==> config.mk <==
export PLATFORM = sky130hd
export DESIGN_NAME = i2c_burst_sequencer
export DESIGN_NICKNAME = d
export VERILOG_FILES = /design/src/rtl/i2c_pkg.sv /design/src/rtl/i2c_burst_addr_gen.sv /design/src/rtl/i2c_burst_sequencer.sv
export SDC_FILE = /design/constraint.sdc
export NUM_CORES = 1
export LEC_CHECK = 0
export ABC_AREA = 1
export CORE_ASPECT_RATIO = 0.7
export CORE_MARGIN = 2
export CORE_UTILIZATION = 40
export CTS_BUF_LIST = sky130_fd_sc_hd__clkbuf_4 sky130_fd_sc_hd__clkbuf_8
export CTS_CLUSTER_DIAMETER = 30
export DETAILED_ROUTE_END_ITERATION = 10
export GPL_TIMING_DRIVEN = 0
export PLACE_DENSITY = 0.69
export SYNTH_ARGS = -nofsm -noshare
export SYNTH_HDL_FRONTEND = slang
export SYNTH_HIERARCHICAL = 1
export SYNTH_SLANG_ARGS = --single-unit
==> constraint.sdc <==
create_clock -name clk -period 4.5 [get_ports clk]
set_clock_uncertainty 0.1 [all_clocks]
set_input_delay 0.9 -clock clk [delete_from_list [all_inputs] [get_ports clk]]
set_output_delay 0.9 -clock clk [all_outputs]
set_load 0.02 [all_outputs]
### Cell outlines without signal wires, run 1

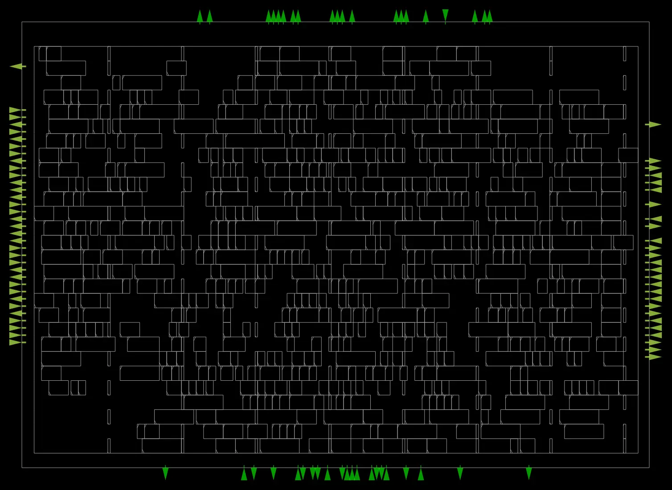
Flops: 75
post-layout util: 0.570

### Wires at chosen ports, followed through buffers, run 1

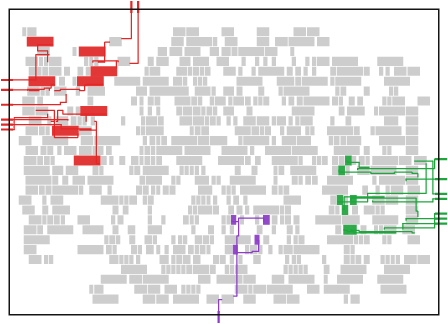
| port | color | direction | edge | end cells | buffers | wire |
|---|---|---|---|---|---|---|
| `ram_din` | red | output | 6 left, 2 top | 8 | 8 | 237 um |
| `cfg_continuous` | purple | input | bottom | 4 | 1 | 47.4 um |
| `cfg_slave_addr` | green | input | right | 7 | 7 | 247 um |
Port Buf Inserts: 96
I/O pin total: 101

### Clock wires, drivers and flops, run 1

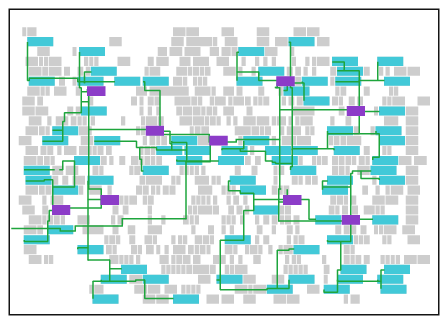
[clock wires] green | length: 978 um
[flip-flops] cyan | count: 75
[cells driving clock nets] purple | count: 9
routed clock nets: 10
flops lie: widely spread
clk pwr: 498 uW
clock share of power: 0.281

==> results.txt, run 1 <==
run metrics: status complete, no violations, Post-Layout Cell Count 734, area of the core 0.00862 mm2, Max VDD drop around 0.00015 V, detailed placement HPWL 7680 um, Min-Delay Path Depth 2, crit path max fanout 6, pre-CTS WS between 1 and 1.5 ns, Flop area 0.00150 mm2, final critical-path share of the clock period 0.823, clock slew at reported path FFs 0.08 ns, Yosys top cell area share 0.416, Iter 0 DRT Violations 208, Net count, final 662, post-route minimum period around 3.7 ns, Slew HR 0.573, vias in the first global route 3421, proportion of layout cells with a drive suffix above 1 0.0896, DR pass1 iterations 5, sequential share of power 0.423, drt via density about 5.0, CTS Buf Count 9, post-route cell area 0.00491 mm2, synthesized instance count 502, largest stage delay on the critical path a little under 0.6 ns, RSZ-0062 raised after global routing no, synth warn 6, family with the most delay on the worst path buffers and inverters, clock sink total 75, synthesized area per cell slightly above 7 um2, Seq area share 0.306, final setup TNS 0 ns, Commonest Layout Cell clkdlybuf4s50_1, Main synth FF type dfxtp_1, drt drc 0, Int Pwr 1.17 mW, most instantiated cells after synthesis nand2_1, nor2_1, dfxtp_1, Hold Crit Class reg2reg, full die area just under 0.01 mm2, Avg WL per Cell 13.8 um, pwr dens 361 mW/mm2, Initial Util 0.419, Cell Type Count 32, fin worst setup slack 0.796 ns, total grt overflow 0, RePlAce Congestion 0.870, buffering overhead 0.228, Placed Instance Area ~0.0047 mm2, WP buf/inv 3, worst r2r path cells 16, startpoint types register, f_max 0.270 GHz, flop-to-flop setup slack about 2.1 ns, critical path depth 7, CLK BUF 9, Well Taps 120, Synth area leader dfxtp_1, crit path capture type primary output, Setup-failing EPs final 0, Max clock buf depth 2, Logic area 0.00179 mm2, largest net degree at the start of global routing 13, WS Path Type reg2out, Flops after synth 75, max-slew violations 0, crit path cell chain ha_1, inv_1, fa_1, o21ai_0, xor2_1, buf_4, clkdlybuf4s50_1, Top class by area logic gates, worst-margin pin slew 0.640 ns, final hold violations 0, Die H roughly 83 um, # Max-Cap Violations 0, yosys cell count between 500 and 600, top cells, area dfxtp_1, nand2_1, nor2_1, DIE WIDTH about 120 um, Inst Count DP about 720, asr flop ratio synth 0, P_sw 603 uW, Leakage 2.01 nW, CTS Hold Bufs 0, CTS tree done, antenna violations before repair 0, Fin Hold WS 0.354 ns, clk tree area frac 0.0367, Worst path slowest cell clkdlybuf4s50_1, cell area after synthesis 0.00361 mm2, stage-log warning count 26, combinational share of cell area 0.364, count leader, synth nand2_1, sw frac 0.340, Top Layout Cells clkdlybuf4s50_1, nand2_1, nor2_1, dfxtp_1, nand3_1, htree depth 3, Post-CTS Setup Bufs 0, CTS root buffer clkbuf_8, Syn-to-layout area delta 36.0%, total wire length between 10000 and 15000 um, bufs w/o clock 123, GRT Total Usage 0.211, Gate power share 0.296, critical path arrival between 2 and 3 ns, number of enable flip-flop cells 0, antenna cells 0, first-pass GRT wire length 16600 um, count of multi-input gates 357, Final ANT Viol Nets 0, vias approximately 3600, CP required 3.50 ns, Fillers ~850, total power 1.77 mW, inverter count approximately 45, Site Rows 28, Synth Seq Share 0.416, cts repair resizes 0, yosys stat area 0.00361 mm2, clock latency at the later pin of the worst-skew pair ~0.35 ns
## run 1: power by group through the flow
stage               clock [mW]  sequential [mW]  combinational [mW]
global placement             0            0.763               0.515
detailed placement           0            0.765               0.519
finish                   0.498            0.750               0.524
CTS                      0.509            0.750               0.522
floorplan                    0            0.779               0.321
global route             0.541            0.756               0.577
## run 1: layer usage
layer  global-route usage  wire length, um  up-vias
met4               0.0504               71        0
li1                     -                -     1830
met5                    0                0        -
met3               0.0827              946        9
met2                0.332             4390      130
met1                0.273             4750     1668
## run 1: cell families after synthesis
group | count (synthesis) | synth area share
buffers and inverters | 72 | 0.0915
adders and majority gates | 8 | 0.0298
other | 1 | 0.00104
DFF | 75 | 0.416
AOI/OAI and AO/OA | 73 | 0.103
xor gates and xnor gates | 11 | 0.0267
and+or+nand+nor | 262 | 0.332
### Pin placement, run 1

Pins as bars across the die edge, other pins in gray.
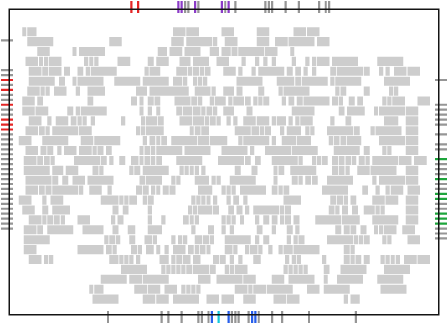

==> inputs of run 2 (changes only) <==
==> constraint.sdc (replaced) <==
create_clock -name clk -period 3.5 [get_ports clk]
set_clock_uncertainty 0.1 [all_clocks]
set_input_delay 0.7 -clock clk [delete_from_list [all_inputs] [get_ports clk]]
set_output_delay 0.7 -clock clk [all_outputs]
set_load 0.02 [all_outputs]
### Pin placement, run 2

Pins as bars across the die edge, other pins in gray.
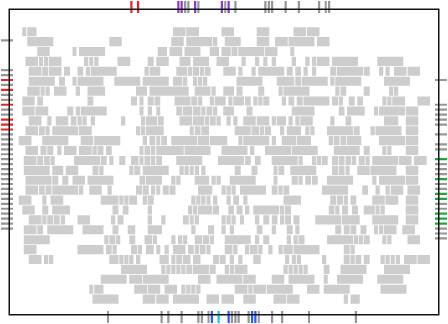
| port | color | pins | direction | edge |
|---|---|---|---|---|
| `ram_din` | red | 8 | output | 6 left, 2 top |
| `cfg_slave_addr` | green | 7 | input | right |
| `retry_cnt` | blue | 4 | output | bottom |
| `ram_radd` | purple | 5 | output | top |
| `cfg_continuous` | cyan | 1 | input | bottom |
all pins by edge: 34 left, 26 right, 21 bottom, 20 top
DIE WIDTH: 118 um
Die H: 83.5 um

### Signal wires by layer, run 2

Bar = 20 um.
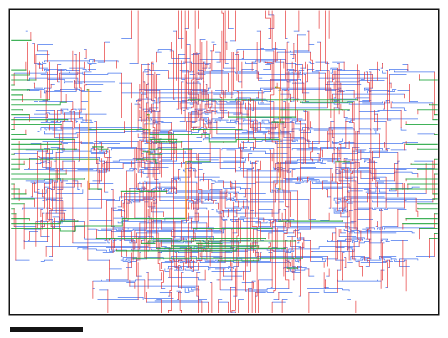
| layer | color | wire length |
|---|---|---|
| met4 | orange | 82.5 um |
| met1 | blue | 4730 um |
| met3 | green | 948 um |
| met2 | red | 4400 um |
vias: 3633
total wire length: 10200 um

==> results.txt, run 2 <==
run metrics: drt via density between 4 and 5, Top Layout Cells clkdlybuf4s50_1, nand2_1, nor2_1, dfxtp_1, nand3_1, Commonest Layout Cell clkdlybuf4s50_1, Flops 75, met3 usage 0.0827, pwr dens 464 mW/mm2, Top class by area logic gates, P_sw 776 uW, antenna violations before repair 0, CTS Buf Count 9, Cell Type Count 32, fin worst setup slack 0.206 ns, antenna cells 0, Initial Util 0.419, comb pwr 674 uW, yosys cell count 502, I/O pin total 101, Leakage a little over 2 nW, status complete, no violations, Port Buf Inserts 96, cell area after synthesis between 0.003 and 0.004 mm2, Main synth FF type dfxtp_1, Max clock buf depth 2, proportion of layout cells with a drive suffix above 1 0.0912, Simple-Gate Fraction of Synth Area 0.332, area of the core 0.00862 mm2, max-slew violations 0, asr flop ratio synth 0, largest stage delay on the critical path approximately 0.64 ns, Int Pwr 1.50 mW, CLK BUF 9, final setup TNS 0 ns, CTS root buffer clkbuf_8, final critical-path share of the clock period 0.941, clock share of power 0.281, Hold Crit Class reg2reg, inverter count around 45, complex-gate fraction of the synthesized area 0.103, Synth Seq Share 0.416, final hold violations 0, flop-to-flop setup slack around 1.1 ns, total grt overflow 0, Post-Layout Cell Count 734, drt drc 0, vias in the first global route 3421, stage-log warning count 26, first-pass GRT wire length roughly 17000 um, bufs w/o clock 123, Syn-to-layout area delta 36.1%, sw frac 0.340, Gate power share 0.296, startpoint types register, seq pwr 965 uW, CP required 2.70 ns, GRT busiest layer met2, buffering overhead 0.228, yosys stat area 0.00361 mm2, clk pwr 640 uW, xor/xnor share 0.0267, Well Taps 120, post-route minimum period around 3.3 ns, worst r2r path cells 16, GR Layer Usage met1 0.273, RSZ-0062 raised after global routing no, yosys adder share 0.0298, synthesized instance count 502, post-layout util 0.570, Slew HR 0.562, pre-CTS WS 0.381 ns, Fillers roughly 850, clock latency at the later pin of the worst-skew pair 0.35 ns, Logic area 0.00179 mm2, highest routed layer met4, clock sink total 75, count leader, synth nand2_1, WS Path Type reg2out, CTS tree done, GRT Total Usage 0.211, largest net degree at the start of global routing 13, crit path capture type primary output, worst-margin pin slew between 0.6 and 0.7 ns, count of multi-input gates 357, clock slew at reported path FFs 0.08 ns, Final ANT Viol Nets 0, Net count, final between 600 and 700, most instantiated cells after synthesis nand2_1, nor2_1, dfxtp_1, full die area 0.00981 mm2, crit path max fanout 6, Seq area share 0.306, synthesized area per cell between 7 and 8 um2, Top non-seq family simple AND/OR/NAND/NOR gates, met3 wire len 947 um, Yosys top cell area share 0.416, Flop area roughly 0.0015 mm2, detailed placement HPWL 7680 um, Worst path slowest cell clkdlybuf4s50_1, htree depth 3, met1 wire length 4730 um, combinational share of cell area 0.363, Multiplexer share 0, clk tree area frac 0.0367, Setup-failing EPs final 0, f_max between 0.3 and 0.4 GHz, M2 GR Usage 0.332, critical path arrival 2.49 ns, top cells, area dfxtp_1, nand2_1, nor2_1, Avg WL per Cell 13.8 um, DR pass1 iterations 5, crit path cell chain inv_1, fa_1, o21ai_1, xor2_1, clkdlybuf4s50_1, Site Rows 28, # Max-Cap Violations 0, Max VDD drop roughly 0.00019 V, number of enable flip-flop cells 0, Fin Hold WS ~0.35 ns, Min-Delay Path Depth 2, Iter 0 DRT Violations 230, RePlAce Congestion 0.870, Synth area leader dfxtp_1, Top Consumer sequential cells, met2 wire length ~4400 um, sequential share of power 0.423, Inst Count DP a little over 700, synth warn 6, Flops after synth 75
[run 2: critical path: cells and delay by family (launching register included)]
| kind | cells | cell delay [ns] |
|---|---|---|
| xor gates and xnor gates | 1 | 0.23 |
| DFF | 1 | 0.49 |
| AOI/OAI and AO/OA | 1 | 0.20 |
| adders and majority gates | 1 | 0.47 |
| buffers and inverters | 2 | 0.76 |
[run 2: per-stage QoR]
step	cell area, um2	total power, mW
6_report	4910	2.28
5_1_grt	4910	2.41
4_1_cts	4910	2.29
3_5_place_dp	4730	1.65
3_3_place_gp	4730	1.64
2_1_floorplan	3620	1.41
[run 2: repair_timing]
action                     CTS  global route
hold buffers                 0             0
resized                      1             2
setup endpoints to repair    1             1
buffers inserted             0             0
gates cloned                 0             0
Power and IR drop assume default switching activity.
